==> config.mk <==
export PLATFORM = sky130hd
export DESIGN_NAME = lock_ctrl
export DESIGN_NICKNAME = d
export VERILOG_FILES = /design/src/rtl/lock_pkg.sv /design/src/rtl/entry_buf.sv /design/src/rtl/lock_ctrl.sv
export SDC_FILE = /design/constraint.sdc
export NUM_CORES = 1
export LEC_CHECK = 0
export ABC_CLOCK_PERIOD_IN_PS = 2470
export CELL_PAD_IN_SITES_DETAIL_PLACEMENT = 1
export CELL_PAD_IN_SITES_GLOBAL_PLACEMENT = 1
export CORE_ASPECT_RATIO = 0.75
export CORE_UTILIZATION = 43
export CTS_CLUSTER_DIAMETER = 80
export DETAILED_ROUTE_END_ITERATION = 10
export GPL_ROUTABILITY_DRIVEN = 1
export MAX_ROUTING_LAYER = met4
export PLACE_DENSITY_LB_ADDON = 0.1
export SLEW_MARGIN = 20
export SYNTH_ARGS = -nofsm -noshare
export SYNTH_HDL_FRONTEND = slang
export SYNTH_HIERARCHICAL = 1
export SYNTH_SLANG_ARGS = --single-unit
==> constraint.sdc <==
create_clock -name clk -period 2.47 [get_ports clk]
set_input_delay 0.247 -clock clk [delete_from_list [all_inputs] [get_ports clk]]
set_output_delay 0.247 -clock clk [all_outputs]
set_load 0.02 [all_outputs]
==> src/rtl/lock_pkg.sv <==
// rtl/lock_pkg.sv - shared state encoding and key constants for the password lock
package lock_pkg;

    typedef enum logic [2:0] {
        ST_IDLE       = 3'd0,
        ST_SET_ENTRY  = 3'd1,
        ST_TEST_ENTRY = 3'd2,
        ST_PASS       = 3'd3,
        ST_FAIL       = 3'd4,
        ST_LOCKED     = 3'd5
    } state_t;

    localparam logic [3:0] KEY_BKSP  = 4'hB;
    localparam logic [3:0] DIGIT_MAX = 4'd9;

endpackage

==> src/rtl/entry_buf.sv <==
// rtl/entry_buf.sv - digit entry shift register with saturating count and backspace
module entry_buf #(
    parameter int DIGITS = 3
) (
    input  logic                  clk,
    input  logic                  rst,
    input  logic                  clear,
    input  logic                  push,
    input  logic                  pop,
    input  logic [3:0]            code,
    output logic [DIGITS*4-1:0]   buffer,
    output logic [1:0]            cnt
);

    // clear wins over push/pop; a full buffer drops further digits instead of wrapping
    always_ff @(posedge clk or negedge rst) begin
        if (!rst) begin
            buffer <= '0;
            cnt    <= '0;
        end else if (clear) begin
            buffer <= '0;
            cnt    <= '0;
        end else if (push && cnt != 2'(DIGITS)) begin
            buffer <= {buffer[DIGITS*4-5:0], code};
            cnt    <= cnt + 2'd1;
        end else if (pop && cnt != 2'd0) begin
            buffer <= buffer >> 4;
            cnt    <= cnt - 2'd1;
        end
    end

endmodule

==> src/rtl/lock_ctrl.sv <==
// rtl/lock_ctrl.sv - keypad lock sequencer; LOCK_CTRL_BACKSPACE_EN enables key B as backspace
module lock_ctrl
    import lock_pkg::*;
#(
    parameter int DIGITS     = 3,
    parameter int MAX_FAIL   = 3,
    parameter int RESULT_CYC = 20,
    parameter int LOCK_CYC   = 100
) (
    input  logic                clk,
    input  logic                rst,
    input  logic                key_valid,
    input  logic [3:0]          key_code,
    input  logic                set_password,
    input  logic                enter,
    input  logic                test,
    output logic [DIGITS*4-1:0] disp_digits,
    output logic [1:0]          disp_cnt,
    output logic [2:0]          state_o,
    output logic                gled0,
    output logic                gled1,
    output logic                rled0,
    output logic                rled1,
    output logic                rled2
);

    localparam int TMAX = (RESULT_CYC > LOCK_CYC) ? RESULT_CYC : LOCK_CYC;
    localparam int TW   = $clog2(TMAX + 1);

    state_t                state;
    logic [DIGITS*4-1:0]   password;
    logic                  pw_valid;
    logic [1:0]            fail_cnt;
    logic [TW-1:0]         timer;
    logic [DIGITS*4-1:0]   buffer;
    logic [1:0]            cnt;

    logic in_entry, key_ok, push, pop, clear, result_done, entry_full;

    assign in_entry    = (state == ST_SET_ENTRY) || (state == ST_TEST_ENTRY);
    assign key_ok      = key_valid && !set_password && !test && !enter && in_entry;
    assign push        = key_ok && (key_code <= DIGIT_MAX);
    assign result_done = (timer == TW'(RESULT_CYC - 1));
    assign entry_full  = (cnt == 2'(DIGITS));

`ifdef LOCK_CTRL_BACKSPACE_EN
    assign pop = key_ok && (key_code == KEY_BKSP);
`else
    assign pop = 1'b0;
`endif

    // every path into an entry state, and the timed return from PASS/FAIL, empties the buffer
    assign clear = (set_password && state != ST_LOCKED)
                || (state == ST_IDLE && !set_password && test && pw_valid)
                || ((state == ST_PASS || state == ST_FAIL) && !set_password && result_done);

    entry_buf #(.DIGITS(DIGITS)) u_entry_buf (
        .clk    (clk),
        .rst    (rst),
        .clear  (clear),
        .push   (push),
        .pop    (pop),
        .code   (key_code),
        .buffer (buffer),
        .cnt    (cnt)
    );

    always_ff @(posedge clk or negedge rst) begin
        if (!rst) begin
            state    <= ST_IDLE;
            password <= '0;
            pw_valid <= 1'b0;
            fail_cnt <= '0;
            timer    <= '0;
        end else begin
            timer <= '0;
            case (state)
                ST_IDLE: begin
                    if (set_password)        state <= ST_SET_ENTRY;
                    else if (test && pw_valid) state <= ST_TEST_ENTRY;
                end
                ST_SET_ENTRY: begin
                    if (!set_password && !test && enter && entry_full) begin
                        password <= buffer;
                        pw_valid <= 1'b1;
                        fail_cnt <= '0;
                        state    <= ST_IDLE;
                    end
                end
                ST_TEST_ENTRY: begin
                    if (set_password) begin
                        state <= ST_SET_ENTRY;
                    end else if (!test && enter) begin
                        if (entry_full && buffer == password) begin
                            fail_cnt <= '0;
                            state    <= ST_PASS;
                        end else begin
                            fail_cnt <= fail_cnt + 2'd1;
                            state    <= (fail_cnt + 2'd1 == 2'(MAX_FAIL)) ? ST_LOCKED : ST_FAIL;
                        end
                    end
                end
                ST_PASS, ST_FAIL: begin
                    if (set_password)     state <= ST_SET_ENTRY;
                    else if (result_done) state <= ST_IDLE;
                    else                  timer <= timer + 1'b1;
                end
                ST_LOCKED: begin
                    if (timer == TW'(LOCK_CYC - 1)) begin
                        fail_cnt <= '0;
                        state    <= ST_IDLE;
                    end else begin
                        timer <= timer + 1'b1;
                    end
                end
                default: state <= ST_IDLE;
            endcase
        end
    end

    assign disp_digits = buffer;
    assign disp_cnt    = cnt;
    assign state_o     = state;
    assign gled0       = pw_valid;
    assign gled1       = (state == ST_PASS);
    assign rled0       = (state == ST_LOCKED) || (fail_cnt > 2'd0);
    assign rled1       = (state == ST_LOCKED) || (fail_cnt > 2'd1);
    assign rled2       = (state == ST_LOCKED) || (fail_cnt > 2'd2);

endmodule

**Run 1: signal wires on met1**

Supply wires on this layer in grey.
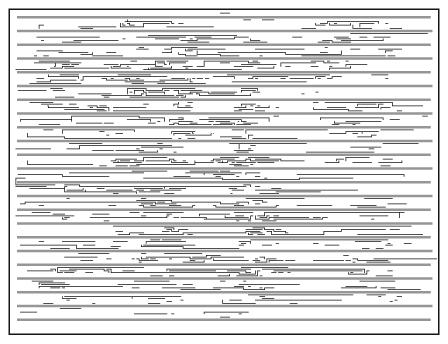
longest straight run	58.9 µm
main direction	horizontal
met1 track utilization from global routing: 0.338
via count: 1662

**Run 1: M2 wires**

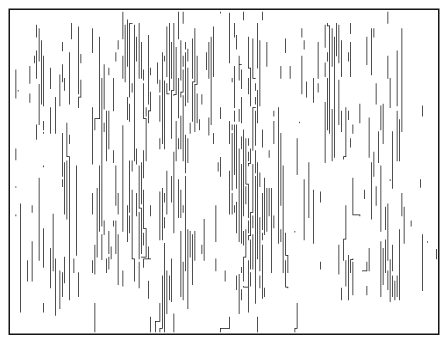
wire length on this layer	2490 µm
longest straight run	29.2 µm
share of all routed wire	45%
routed wire length: 5.52 mm
met2 track utilization from global routing: 0.341

**Run 1: the metal 3 layer**

Scale bar: 20 µm.
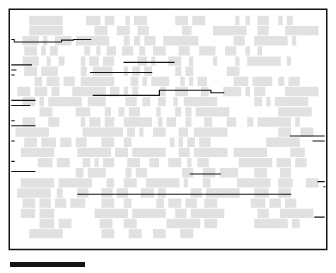
nets with wire on the layer	19
share of all routed wire	3.7%
GR met3 Demand/Resource: 0.0607

[run 1: cell families after synthesis]
| family | share of synthesized area |
|---|---|
| other cells | 0.00170 |
| xor+xnor | 0.0715 |
| mux | 0.102 |
| compound gates | 0.131 |
| buf+inv | 0.0511 |
| fa+ha+maj | 0.0284 |
| simple gates | 0.171 |
| flops | 0.443 |
[run 1: layer usage]
| layer | vias to the layer above | routed length (µm) | share of wire |
|---|---|---|---|
| li1 | 784 | - | - |
| met1 | 850 | 2790 | 0.51 |
| met2 | 24 | 2490 | 0.45 |
| met3 | 4 | 203 | 0.037 |
| met4 | 0 | 31 | 0.0056 |
| met5 | - | 0 | 0 |
[run 1: sequential cells by signal, indices dropped and copies added (netlist names)]
register            count
state_o                 3
u_entry_buf/cnt         2
u_entry_buf/buffer     12
gled0                   1
password               12
fail_cnt                2
timer                   7
[run 1: cells in the final DEF, fill, tap and decap left out, types with 5 or more instances in the layout]
cell,instances
sky130_fd_sc_hd__and2_1,8
sky130_fd_sc_hd__buf_4,6
sky130_fd_sc_hd__clkbuf_8,5
sky130_fd_sc_hd__clkdlybuf4s50_1,30
sky130_fd_sc_hd__dfrtp_1,38
sky130_fd_sc_hd__inv_1,5
sky130_fd_sc_hd__mux2_2,12
sky130_fd_sc_hd__mux2i_1,9
sky130_fd_sc_hd__nand2_1,10
sky130_fd_sc_hd__nand2b_1,5
sky130_fd_sc_hd__nor2_1,17
sky130_fd_sc_hd__nor3_1,6
sky130_fd_sc_hd__o21ai_0,5
sky130_fd_sc_hd__o2bb2ai_1,8
sky130_fd_sc_hd__xor2_1,15
[run 1: what timing repair did]
action,4_1_cts,5_1_grt
setup endpoints to repair,0,15
buffers inserted,0,2
hold buffers,0,0
resized,0,3
==> results.txt, run 1 <==
Implementation results. Number of top-level design ports landed at 32. Entering global routing, the biggest net connects 40 pins. The biggest area contributor in the post-synthesis netlist is sky130_fd_sc_hd__dfrtp_1.

Net switching power figure landed at 577 µW. The layout has 532 filler cells. Averaged over all synthesized cells, the footprint is 11.0 µm². Clock-pin transition on the worst setup and hold timing paths landed at 0.08 ns. Power in combinational cells landed at 489 µW. Reported sequential group power landed at 751 µW. Die area landed at 5420 µm². The worst setup path is launched from a flip-flop.

Sequential cell area share landed at 0.369. Worst-path maximum fanout landed at 12. Overall global routing resource usage landed at 0.235. Standard cell area after detailed placement landed at 2530 µm².

Clock latency on the worst-skew pair landed at 0.30 ns. Per the post-synthesis report, the number of cells in the design is 201. The flow ran to the end, and the final reports show no timing, DRC or antenna violations. Clock net sink count landed at 39. Internal portion of total power landed at 1.19 mW. The analysis attributes to cell leakage a power of 1.26 nW. Final net count landed at 253.

The initial antenna violation count came to 0. Wire length of the first global-routing pass landed at 9.36 mm. The script logs the ratio of routed vias to standard cells as 5.58. The worst VDD IR drop from the latest analysis is 0.000422 V. Among all cell classes, the greatest summed area belongs to combinational gates.

TritonCTS built the clock tree. Height of the chip landed at 64.0 µm. Checking hold timing, the worst path is listed with class input port to asynchronous set/reset pin.

On the critical path, the stage with the largest delay is an instance of sky130_fd_sc_hd__or3b_4. Number of diodes landed at 0. After layout, the worst setup slack is 0.128 ns. Placement row count landed at 22. The layout report gives the multi-input gate share of total cell area as 0.425. Counting tap cells, the placed design contains a total of 289 instances. Flop and latch count out of synthesis landed at 39.

The most frequently used library cell after synthesis is sky130_fd_sc_hd__dfrtp_1. The most critical setup path has its startpoint at timer[0]$_DFF_PN0_. Yosys mapped a number of flops with a built-in enable equal to 0.
==> run 2, diff against run 1 <==
--- a/config.mk
+++ b/config.mk
@@ -13,6 +13,7 @@
 export CTS_CLUSTER_DIAMETER = 80
 export DETAILED_ROUTE_END_ITERATION = 10
 export GPL_ROUTABILITY_DRIVEN = 1
+export GPL_TIMING_DRIVEN = 0
 export MAX_ROUTING_LAYER = met4
 export PLACE_DENSITY_LB_ADDON = 0.1
 export SLEW_MARGIN = 20
**Run 2: signal wires on met1**

Supply wires on this layer in grey.
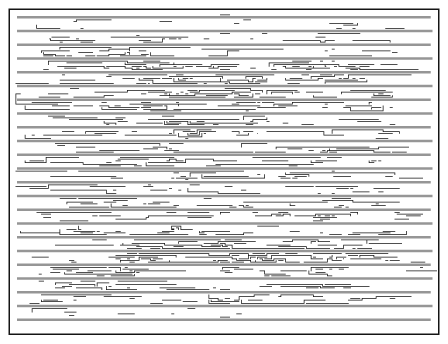
share of all routed wire	48%
wire length on this layer	2660 µm
nets with wire on the layer	234
main direction	horizontal
longest straight run	32.7 µm
routed wire length: 5.57 mm
met1 track utilization from global routing: 0.317
via count: 1714

==> results.txt, run 2 <==
Implementation results. The run finished with clean final reports. The internal portion of total power came to 1.13 mW (-4.3%). Worst-path maximum fanout landed at 10 (-2). The count of placed standard cells including taps is 294 (+1.7%). Leakage power landed at 1.30 nW (+3.0%). The standard cell area after detailed placement is 2600 µm² (+2.9%).

Per-instance average area after synthesis landed at 11.0 µm² (unchanged). The power in combinational cells came to 589 µW (+20%). The overall global routing resource usage came to 0.233 (-0.00257). The worst setup path is launched from a flip-flop. Post-detailed-route via-to-cell ratio landed at 5.58 (+0.11%).

The count of library flops with an enable pin is 0 (unchanged). The die area came to 5420 µm² (unchanged). Clock-pin transition on the worst setup and hold timing paths landed at 0.08 ns (about the same). In this run the worst hold path is classified as input port to flip-flop. Number of filler instances in the final layout landed at 531 (-0.19%).

The flop and latch count out of synthesis came to 39 (unchanged). In the layout the commonest cells are sky130_fd_sc_hd__dfrtp_1, sky130_fd_sc_hd__clkdlybuf4s50_1, sky130_fd_sc_hd__nor2_1. The wire length of the first global-routing pass came to 9.45 mm (+1.0%). Reported sequential group power landed at 713 µW (-5.1%).

The final worst slack came to 0.113 ns (-0.0153 ns). Height of the chip landed at 64.0 µm (unchanged). Initial antenna violation count landed at 0 (unchanged).

Sum of internal, switching and leakage power landed at 1.74 mW. The number of top-level design ports came to 32 (unchanged). Maximum resistive drop on vdd landed at 0.000513 V (+21%). Clock latency on the worst-skew pair landed at 0.30 ns (about the same).

Pin count of the biggest net entering global routing landed at 33 (-18%). The OpenROAD report gives the critical path a required time of 2.67 ns. The net switching power figure is 607 µW (+5.1%). Final net count landed at 261 (+3.2%). The most common cell in the synthesized netlist is sky130_fd_sc_hd__dfrtp_1. Count of mapped cells out of synthesis landed at 201 (unchanged). Sorting the Yosys area breakdown by cell type puts at the top sky130_fd_sc_hd__dfrtp_1. TritonCTS built the clock tree. The clock net sink count was 39 (unchanged). In the final layout, the registers with the most flip-flops are password: 12 flops, u_entry_buf/buffer: 12 flops, timer: 7 flops.
**Run 2: logic cells by family**

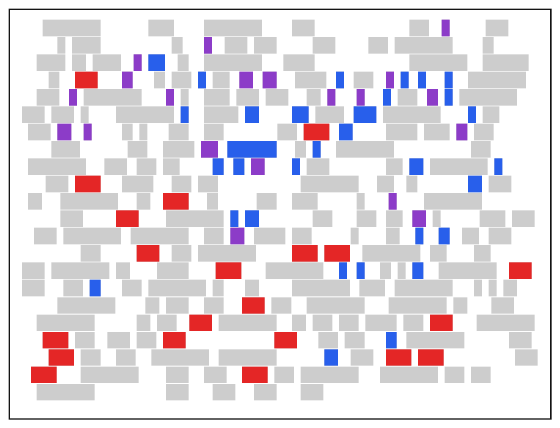
family	colour	cells	most used
mux cells	red	21	mux2_2
nor cells	blue	32	nor2_1
nand cells	purple	20	nand2_1
share of the final layout cell area in multi-input gates: 0.415
most common logic cell in the routed design: sky130_fd_sc_hd__dfrtp_1

[run 2: cell type report]
cell class / instances / area, µm² / area share
clock inverters: 3 / 20.0 / 0.00729
repair buffers: 36 / 355 / 0.129
plain buffers: 9 / 93.8 / 0.0342
clock buffers: 5 / 68.8 / 0.0251
inverters: 5 / 18.8 / 0.00683
multi-input cells: 150 / 1140 / 0.415
well taps: 60 / 75.1 / 0.0273
flip-flops and latches: 39 / 976 / 0.355
[run 2: tightest hold or removal path, delay by kind of cell]
family / cells / cell delay (ns)
compound gates: 2 / 0.23
buf+inv: 1 / 0.11
[run 2: layer usage]
metal  global-route usage  vias to the layer above  part of all wire
li1                     -                      801                 -
met5                    -                        -                 0
met4               0.0847                        0             0.018
met2                0.352                       38              0.47
met1                0.317                      864              0.48
met3               0.0413                       11             0.035
[run 2: worst paths after layout]
kind,startpoint,end,depth (start not counted)
max reg2reg,timer[0]$_DFF_PN0_,u_entry_buf/buffer[11]$_DFFE_PN0P_,10
min reg2reg,password[9]$_DFFE_PN0P_,password[9]$_DFFE_PN0P_,1
max in group asynchronous,rst,password[3]$_DFFE_PN0P_,3
max,timer[0]$_DFF_PN0_,u_entry_buf/buffer[11]$_DFFE_PN0P_,10
min,set_password,state_o[1]$_DFFE_PN0P_,3
min in group asynchronous,rst,state_o[1]$_DFFE_PN0P_,2
[run 2: cells by family after synthesis]
family,after synthesis,synth area share
AND-OR/OR-AND,36,0.131
XOR/XNOR,18,0.0715
adder cells (fa/ha/maj),5,0.0284
buffers and inverters,14,0.0511
flip-flops,39,0.443
multiplexers,21,0.102
other,1,0.00170
AND/OR/NAND/NOR,67,0.171
[run 2: what timing repair did]
action,4_1_cts,5_1_grt
gates resized,0,3
setup buffers,0,4
setup endpoints to repair,0,10
hold endpoints to repair,7,0
hold buffers,1,0
==> run 3, diff against run 2 <==
--- a/config.mk
+++ b/config.mk
@@ -16,7 +16,6 @@
 export GPL_TIMING_DRIVEN = 0
 export MAX_ROUTING_LAYER = met4
 export PLACE_DENSITY_LB_ADDON = 0.1
-export SLEW_MARGIN = 20
 export SYNTH_ARGS = -nofsm -noshare
 export SYNTH_HDL_FRONTEND = slang
 export SYNTH_HIERARCHICAL = 1
==> results.txt, run 3 <==
Implementation results. Fraction of registers with async set/reset landed at 1.00. At the pin with the least slew margin, the transition time is 0.919 ns. Summing over the stages, the warning tally comes to 29. Global route summary, busiest routing layer listed as met2.

Initial antenna violation count landed at 0 (unchanged). The overall global routing resource usage came to 0.227 (-0.00621). For this run, the register share of the synthesized area comes to 0.443. Standard cell area after detailed placement landed at 2580 µm² (-0.77%).

Counting instances in the post-synthesis netlist gives the leading cell types as sky130_fd_sc_hd__dfrtp_1, sky130_fd_sc_hd__nor2_1, sky130_fd_sc_hd__xor2_1. Data arrival time of the critical path landed at 2.55 ns. The startpoint identified for the worst register-to-register timing path is timer[1]$_DFF_PN0_. Flop and latch count out of synthesis landed at 39 (unchanged). Placement row count landed at 22. The most critical setup path has its startpoint at timer[1]$_DFF_PN0_. The clock-pin transition on the worst setup and hold timing paths is 0.08 ns (about the same). The critical path ends at u_entry_buf/buffer[11]$_DFFE_PN0P_.

For this run the aggregate overflow at the end of global routing stands at 0. Number of diodes landed at 0. The final timing report lists a hold violation count of 0.

The met2 track demand over resource is 0.345 (-0.00711). Detailed router's first-iteration violation count landed at 49. The worst setup path is captured at a flip-flop. sky130_fd_sc_hd__dfrtp_1 is the most common cell in the netlist. The worst-path maximum fanout is 10 (unchanged).

The height of the chip came to 64.0 µm (unchanged). Relative to the synthesized area, the layout overhead comes to 24.1%. Floorplan core density landed at 0.450. The clock latency on the worst-skew pair was 0.29 ns (about the same). The clock net sink count is 39 (unchanged). Wire length of the first global-routing pass landed at 9.25 mm (-2.2%). Total standard cell area after synthesis landed at 2200 µm². The min-delay analysis places its worst path in the category input port to asynchronous set/reset pin. The number of top-level design ports is 32 (unchanged). Total of warnings raised by yosys landed at 6. The largest registers in the layout are password: 12 flops, u_entry_buf/buffer: 12 flops, timer: 7 flops. The via count of the first global-routing pass came to 1794. In the post-synthesis netlist, the biggest area contributors are sky130_fd_sc_hd__dfrtp_1, sky130_fd_sc_hd__mux2_2, sky130_fd_sc_hd__xor2_1. Sum of internal, switching and leakage power landed at 1.93 mW (+11%). Placeable core region landed at 4900 µm². Max-slew violation total from the final report landed at 0. Time the worst path needs with I/O delays and setup landed at 2.37 ns. The flow ran to the end, and the final reports show no timing, DRC or antenna violations. Count of mapped cells out of synthesis landed at 201 (unchanged). Maximum resistive drop on vdd landed at 0.000641 V (+25%). By instance count after routing, the leading logic cell types are sky130_fd_sc_hd__dfrtp_1, sky130_fd_sc_hd__clkdlybuf4s50_1, sky130_fd_sc_hd__nor2_1.

Per-instance average area after synthesis landed at 11.0 µm² (unchanged). Number of buffers on the longest clock path landed at 2. The endpoint required time on the critical path was 2.65 ns (-0.02 ns). Total number of H-tree levels landed at 2. Final worst-path cycle share landed at 0.961.

Width of the die landed at 84.7 µm. Die area landed at 5420 µm² (unchanged). The capture point of the worst register-to-register path is recorded as u_entry_buf/buffer[11]$_DFFE_PN0P_. The largest total area in the synthesized netlist belongs to sky130_fd_sc_hd__dfrtp_1. The post-detailed-route via-to-cell ratio was 5.60 (+0.32%). Counting only logic cells after layout, the most numerous master is sky130_fd_sc_hd__dfrtp_1. In the log, the iteration count for the first detailed-route pass is 6.

Number of buffer cells added on primary ports landed at 30. The CTS report gives the tree buffer count as 5. The tool flagged a number of max-cap violations equal to 0. The leakage power came to 1.30 nW (+0.12%).

The flow reported a cell area power density of 705 nW/µm². The worst setup path is launched from a flip-flop. TritonCTS built the clock tree.

Residual DRC count landed at 0. Final net count landed at 257 (-1.5%). After legalization and detailed placement, the total HPWL measured 3.86 mm. After synthesis, the chip area reported by Yosys is 2200 µm². Fmax landed at 421 MHz. The count of library flops with an enable pin was 0 (unchanged). Pin count of the biggest net entering global routing landed at 40 (+21%). Number of cells on the worst reg-to-reg path landed at 10 (unchanged).
[run 3: cell families after synthesis]
group                      Yosys count  synth area share
AOI/OAI and AO/OA                   36             0.131
DFF                                 39             0.443
muxes                               21             0.102
buffers and inverters               14            0.0511
xor gates and xnor gates            18            0.0715
other                                1           0.00170
and+or+nand+nor                     67             0.171
adders and majority gates            5            0.0284
[run 3: area by class of cell]
type,count,area (µm²)
sequential,39,976
fill,539,2160
tap,60,75.1
inverter,5,18.8
multi-input combinational,150,1130
clock buffer,6,72.6
clock inverter,2,60.1
timing repair buffer,32,310
buffer,9,93.8
[run 3: stage by stage]
stage                     TNS, ns  std cells  worst slack [ns]
after detailed placement        0        293            0.0420
after CTS                       0        301            0.0262
final                           0        303            0.0957
after floorplan                 0        203             0.299
after global placement          0        293             0.122
after global routing       -0.157        303           -0.0451
[run 3: repair_timing]
item,CTS,global route
hold endpoints to repair,0,0
buffers inserted,0,2
hold buffers,0,0
gates resized,0,3
endpoints found under the setup margin,0,10
[run 3: power by group]
part           internal, mW  switching, mW
registers             0.674         0.0385
clock network         0.404          0.228
logic                 0.256          0.328
[run 3: per-layer routing]
layer,up-vias,wire length [µm]
li1,791,-
met1,866,2710
met2,33,2510
met3,7,138
met4,0,58
met5,-,0
[run 3: worst max-delay path, stage by stage (launching register included)]
cell and delay [ns]:
sky130_fd_sc_hd__dfrtp_1 0.38, sky130_fd_sc_hd__ha_2 0.22, sky130_fd_sc_hd__or3b_4 0.42, sky130_fd_sc_hd__nor2_2 0.14, sky130_fd_sc_hd__a31oi_1 0.10, sky130_fd_sc_hd__nor2_1 0.09, sky130_fd_sc_hd__a221o_1 0.20, sky130_fd_sc_hd__inv_1 0.07
sky130_fd_sc_hd__a22o_1 0.25, sky130_fd_sc_hd__buf_6 0.16, sky130_fd_sc_hd__a22o_1 0.23
**Run 3: signal wires on met1**

Supply wires on this layer in grey.
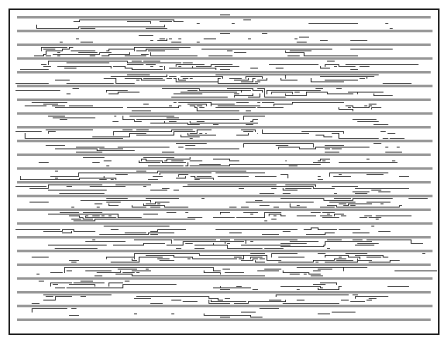
share of all routed wire	50%
nets with wire on the layer	229
met1 track utilization from global routing: 0.314
routed wire length: 5.43 mm

**Run 3: the metal 3 layer**

Scale bar: 20 µm.
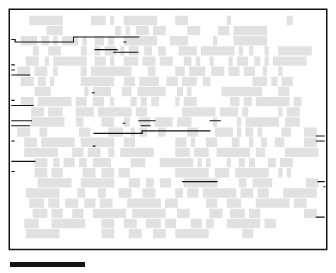
longest straight run	18.2 µm
share of all routed wire	2.6%
nets with wire on the layer	22
main direction	horizontal
wire length on this layer	138 µm
GR met3 Demand/Resource: 0.0388
via count: 1697

No activity file was given, so power comes from the tool's default toggle rates.
